[src/rtl/axi_lite_arbiter_2to1.sv]
// Round-robin 2:1 AXI-Lite arbiter: two masters share one AXI-Lite slave with a
// single outstanding transaction; a registered grant steers the muxes.
module axi_lite_arbiter_2to1 #(
  parameter  int unsigned ADDR_W = 32,
  parameter  int unsigned DATA_W = 32,
  localparam int unsigned STRB_W = DATA_W / 8
) (
  input  logic                  aclk,
  input  logic                  areset,
  input  logic [2*ADDR_W-1:0]   s_awaddr,
  input  logic [5:0]            s_awprot,
  input  logic [1:0]            s_awvalid,
  output logic [1:0]            s_awready,
  input  logic [2*DATA_W-1:0]   s_wdata,
  input  logic [2*STRB_W-1:0]   s_wstrb,
  input  logic [1:0]            s_wvalid,
  output logic [1:0]            s_wready,
  output logic [3:0]            s_bresp,
  output logic [1:0]            s_bvalid,
  input  logic [1:0]            s_bready,
  input  logic [2*ADDR_W-1:0]   s_araddr,
  input  logic [5:0]            s_arprot,
  input  logic [1:0]            s_arvalid,
  output logic [1:0]            s_arready,
  output logic [2*DATA_W-1:0]   s_rdata,
  output logic [3:0]            s_rresp,
  output logic [1:0]            s_rvalid,
  input  logic [1:0]            s_rready,
  output logic [ADDR_W-1:0]     m_awaddr,
  output logic [2:0]            m_awprot,
  output logic                  m_awvalid,
  input  logic                  m_awready,
  output logic [DATA_W-1:0]     m_wdata,
  output logic [STRB_W-1:0]     m_wstrb,
  output logic                  m_wvalid,
  input  logic                  m_wready,
  input  logic [1:0]            m_bresp,
  input  logic                  m_bvalid,
  output logic                  m_bready,
  output logic [ADDR_W-1:0]     m_araddr,
  output logic [2:0]            m_arprot,
  output logic                  m_arvalid,
  input  logic                  m_arready,
  input  logic [DATA_W-1:0]     m_rdata,
  input  logic [1:0]            m_rresp,
  input  logic                  m_rvalid,
  output logic                  m_rready,
  output logic                  grant,
  output logic                  busy
);

  typedef enum logic [2:0] {
    IDLE    = 3'd0,
    RD_ADDR = 3'd1,
    RD_DATA = 3'd2,
    WR_ADDR = 3'd3,
    WR_RESP = 3'd4
  } state_e;

  state_e     state_q;
  logic       grant_q;
  logic       last_grant_q;
  logic       aw_done_q;
  logic       w_done_q;
  logic [1:0] req_c;
  logic       winner_c;
  logic       ar_hs_c;
  logic       r_hs_c;
  logic       aw_hs_c;
  logic       w_hs_c;
  logic       b_hs_c;

  assign req_c = s_arvalid | s_awvalid;

  // On a tie the master that did not win last time goes first.
  always_comb begin
    if (req_c == 2'b11) winner_c = ~last_grant_q;
    else                winner_c = req_c[1];
  end

  assign ar_hs_c = m_arvalid & m_arready;
  assign r_hs_c  = m_rvalid  & m_rready;
  assign aw_hs_c = m_awvalid & m_awready;
  assign w_hs_c  = m_wvalid  & m_wready;
  assign b_hs_c  = m_bvalid  & m_bready;

  always_ff @(posedge aclk or posedge areset) begin
    if (areset) begin
      state_q      <= IDLE;
      grant_q      <= 1'b0;
      last_grant_q <= 1'b1;
      aw_done_q    <= 1'b0;
      w_done_q     <= 1'b0;
    end else begin
      case (state_q)
        IDLE: begin
          if (|req_c) begin
            grant_q      <= winner_c;
            last_grant_q <= winner_c;
            state_q      <= s_arvalid[winner_c] ? RD_ADDR : WR_ADDR;
          end
        end
        RD_ADDR: if (ar_hs_c) state_q <= RD_DATA;
        RD_DATA: if (r_hs_c)  state_q <= IDLE;
        WR_ADDR: begin
          if (aw_hs_c) aw_done_q <= 1'b1;
          if (w_hs_c)  w_done_q  <= 1'b1;
          if ((aw_done_q | aw_hs_c) & (w_done_q | w_hs_c)) state_q <= WR_RESP;
        end
        WR_RESP: begin
          if (b_hs_c) begin
            aw_done_q <= 1'b0;
            w_done_q  <= 1'b0;
            state_q   <= IDLE;
          end
        end
        default: state_q <= IDLE;
      endcase
    end
  end

  // Handshake steering; completed write channels are masked until the response.
  always_comb begin
    s_awready = 2'b00;
    s_wready  = 2'b00;
    s_bvalid  = 2'b00;
    s_arready = 2'b00;
    s_rvalid  = 2'b00;
    m_awvalid = 1'b0;
    m_wvalid  = 1'b0;
    m_bready  = 1'b0;
    m_arvalid = 1'b0;
    m_rready  = 1'b0;
    case (state_q)
      RD_ADDR: begin
        m_arvalid          = s_arvalid[grant_q];
        s_arready[grant_q] = m_arready;
      end
      RD_DATA: begin
        s_rvalid[grant_q] = m_rvalid;
        m_rready          = s_rready[grant_q];
      end
      WR_ADDR: begin
        m_awvalid          = s_awvalid[grant_q] & ~aw_done_q;
        s_awready[grant_q] = m_awready & ~aw_done_q;
        m_wvalid           = s_wvalid[grant_q] & ~w_done_q;
        s_wready[grant_q]  = m_wready & ~w_done_q;
      end
      WR_RESP: begin
        s_bvalid[grant_q] = m_bvalid;
        m_bready          = s_bready[grant_q];
      end
      default: ;
    endcase
  end

  assign m_awaddr = grant_q ? s_awaddr[2*ADDR_W-1:ADDR_W] : s_awaddr[ADDR_W-1:0];
  assign m_awprot = grant_q ? s_awprot[5:3] : s_awprot[2:0];
  assign m_wdata  = grant_q ? s_wdata[2*DATA_W-1:DATA_W] : s_wdata[DATA_W-1:0];
  assign m_wstrb  = grant_q ? s_wstrb[2*STRB_W-1:STRB_W] : s_wstrb[STRB_W-1:0];
  assign m_araddr = grant_q ? s_araddr[2*ADDR_W-1:ADDR_W] : s_araddr[ADDR_W-1:0];
  assign m_arprot = grant_q ? s_arprot[5:3] : s_arprot[2:0];

  assign s_rdata = {2{m_rdata}};
  assign s_rresp = {2{m_rresp}};
  assign s_bresp = {2{m_bresp}};

  assign grant = grant_q;
  assign busy  = (state_q != IDLE);

endmodule
[config.mk]
export PLATFORM = sky130hd
export DESIGN_NAME = axi_lite_arbiter_2to1
export DESIGN_NICKNAME = d
export VERILOG_FILES = /design/src/rtl/axi_lite_arbiter_2to1.sv
export SDC_FILE = /design/constraint.sdc
export NUM_CORES = 1
export LEC_CHECK = 0
export CAP_MARGIN = 0
export CELL_PAD_IN_SITES_DETAIL_PLACEMENT = 0
export CELL_PAD_IN_SITES_GLOBAL_PLACEMENT = 1
export CORE_AREA = 2 2 179 181
export CTS_BUF_LIST = sky130_fd_sc_hd__clkbuf_8 sky130_fd_sc_hd__clkbuf_16
export CTS_CLUSTER_DIAMETER = 200
export CTS_CLUSTER_SIZE = 10
export DETAILED_ROUTE_END_ITERATION = 10
export DIE_AREA = 0 0 181 183
export PLACE_DENSITY_LB_ADDON = 0.1
export SYNTH_ARGS = -nofsm -noshare
export SYNTH_HDL_FRONTEND = slang
export SYNTH_SLANG_ARGS = --single-unit
[constraint.sdc]
create_clock -name aclk -period 1.4 [get_ports aclk]
set_input_delay 0.21 -clock aclk [delete_from_list [all_inputs] [get_ports aclk]]
set_output_delay 0.21 -clock aclk [all_outputs]
set_load 0.005 [all_outputs]
Figure 1. Drive-strength map.
(2 px per um)
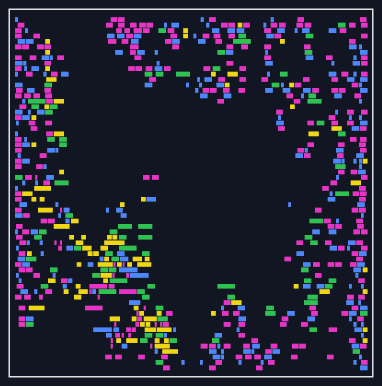
green -> _6 and larger  # cells 78
blue -> _2 cells  # cells 207
magenta -> _0 and _1 cells  # cells 267
yellow -> _3 and _4 cells  # cells 83

Figure 2. Wire density map.
(2 px per um) 36 x 37 tiles, from black (low) to pale yellow (high), scaled to the fullest tile. Values are wire area over tile area, all layers added.
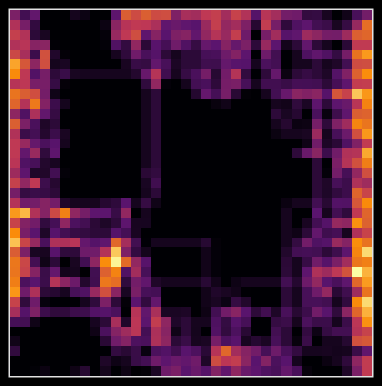
mean over tiles = 0.080
nearly empty tiles = 34%
densest ninth of the die = top right
fullest tile = 0.46

==> metrics.log <==
[metrics] run summary
INFO  metric run_status = finished, violations left
INFO  metric failed_checks = negative setup slack
INFO  metric holdCritPathClass = input port to asynchronous set/reset pin
INFO  metric setup_viol = 129
INFO  metric detail-route-antenna-nets = 0
INFO  metric final_layout_top_logic_cell = sky130_fd_sc_hd__clkdlybuf4s50_1
INFO  metric areaGrowthSynthToFinish = 181%
INFO  metric dieArea = 33100 sq um
INFO  metric rsz0062_at_grt = true
INFO  metric drcViolationCount = 0
INFO  metric finish.utilization = 21.9%
INFO  metric post_drt_via_cell_ratio = 3.32
INFO  metric synthArstFlopShare = 100%
INFO  metric floorplan_utilization = 7.78%
INFO  metric hold_viol = 0
INFO  metric gr-total-overflow = 0
INFO  metric timing.final.ws_setup = -512 ps
INFO  metric fill_cells = 3467
INFO  metric synth-warning-count = 0
INFO  metric synth.yosys.num_cells = 268
INFO  metric xor_share = 0%
Figure 3. Clock wiring as the flow saved it.
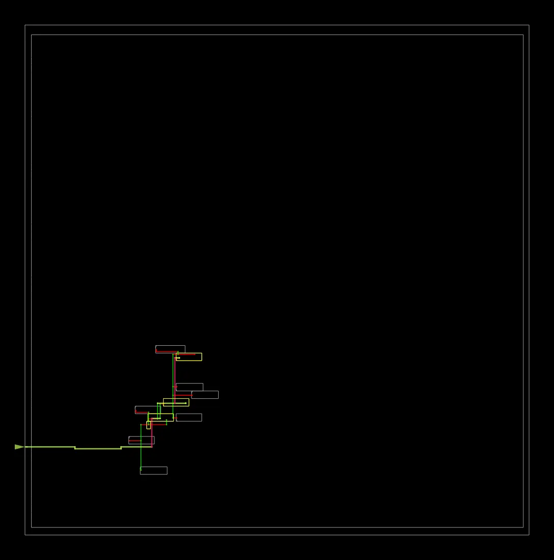
Clk power: 489 uW
final-layout clock buffer total: 3
source-to-sink clock delay at the later pin of the worst-skew pair: 230 ps

Figure 4. Signal wires on met3.
(2 px per um)
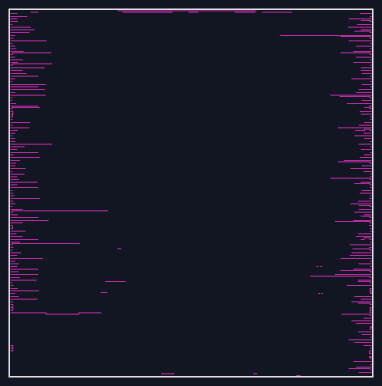
longest straight run = 69.0 um
wire length on this layer = 1860 um
met3 global-route usage: 3.55%
total routed wirelength: 16.1 mm
total via count in the routed design: 3440

-- worst max-delay path, cell delays in order (launching register included) --
cell and delay (ps):
sky130_fd_sc_hd__dfrtp_4 540, sky130_fd_sc_hd__buf_12 170, sky130_fd_sc_hd__buf_12 130, sky130_fd_sc_hd__buf_6 110, sky130_fd_sc_hd__buf_6 100, sky130_fd_sc_hd__mux2_4 290
sky130_fd_sc_hd__buf_6 120
-- final timing paths --
check	start	to	cells after the start
setup / recovery	grant	m_araddr[26]	6
hold / removal	areset	state_q[2]	2
setup reg to reg	grant	state_q[2]	7
hold reg to reg	last_grant_q	last_grant_q	2
max in group asynchronous	areset	last_grant_q	2
min in group aclk	m_rdata[17]	s_rdata[17]	0
-- report_power, final --
group | switching [uW] | total, uW | leakage (uW) | internal [uW]
logic | 3030 | 8570 | 0.00277 | 5540
registers | 215 | 549 | 0.0000781 | 335
clock network | 117 | 489 | 0.0000423 | 372
-- synth_stat cells, drive strengths merged (2+ instances only) --
library cell	n
nor4	4
o211ai	2
nand2b	3
nand2	10
buf	87
o21ai	5
nor3	3
dfrtp	6
mux2i	4
mux2	107
nor2	11
inv	4
nor3b	2
nor2b	2
and3	3
a21oi	3
-- kinds of logic after synthesis --
| group | count (synthesis) |
|---|---|
| mux | 111 |
| buf+inv | 91 |
| simple gates | 43 |
| compound gates | 16 |
| flops | 7 |
-- metrics by stage --
step | setup slack [ps] | hold WS (ps) | power, uW
6_report | -512 | 223 | 9610
3_3_place_gp | -435 | 420 | 7450
5_1_grt | -553 | 267 | 10300
2_1_floorplan | 21.3 | 12.7 | 3360
3_5_place_dp | -487 | 420 | 7370
4_1_cts | -676 | 245 | 8570
-- flip-flops by register name, summed over array words and instances (netlist names) --
register      cells
w_done_q          1
state_q           3
aw_done_q         1
last_grant_q      1
grant             1
-- area by class of cell --
type | count | area share [%]
Timing Repair Buffer | 450 | 60.9
Multi-Input combinational cell | 170 | 27.7
Tap cell | 402 | 7.35
Sequential cell | 7 | 2.67
Clock buffer | 3 | 1.10
Inverter | 4 | 0.219
Clock inverter | 1 | 0.0549
-- routing by layer --
layer  GRT usage, %  vias to the layer above  share of wire, %
met4          0.878                        0              0.67
met5              0                        -                 0
met1           8.02                     1553                33
li1               -                     1616                 -
met2           17.6                      259                55
met3           3.55                       12                12
-- timing repair --
item	in CTS	in global routing
buffers inserted	25	37
pin swaps	8	16
cloned	1	3
resized	230	261
setup endpoints to repair	129	130
Power figures rest on the tool's default switching activity, not on a simulated workload.
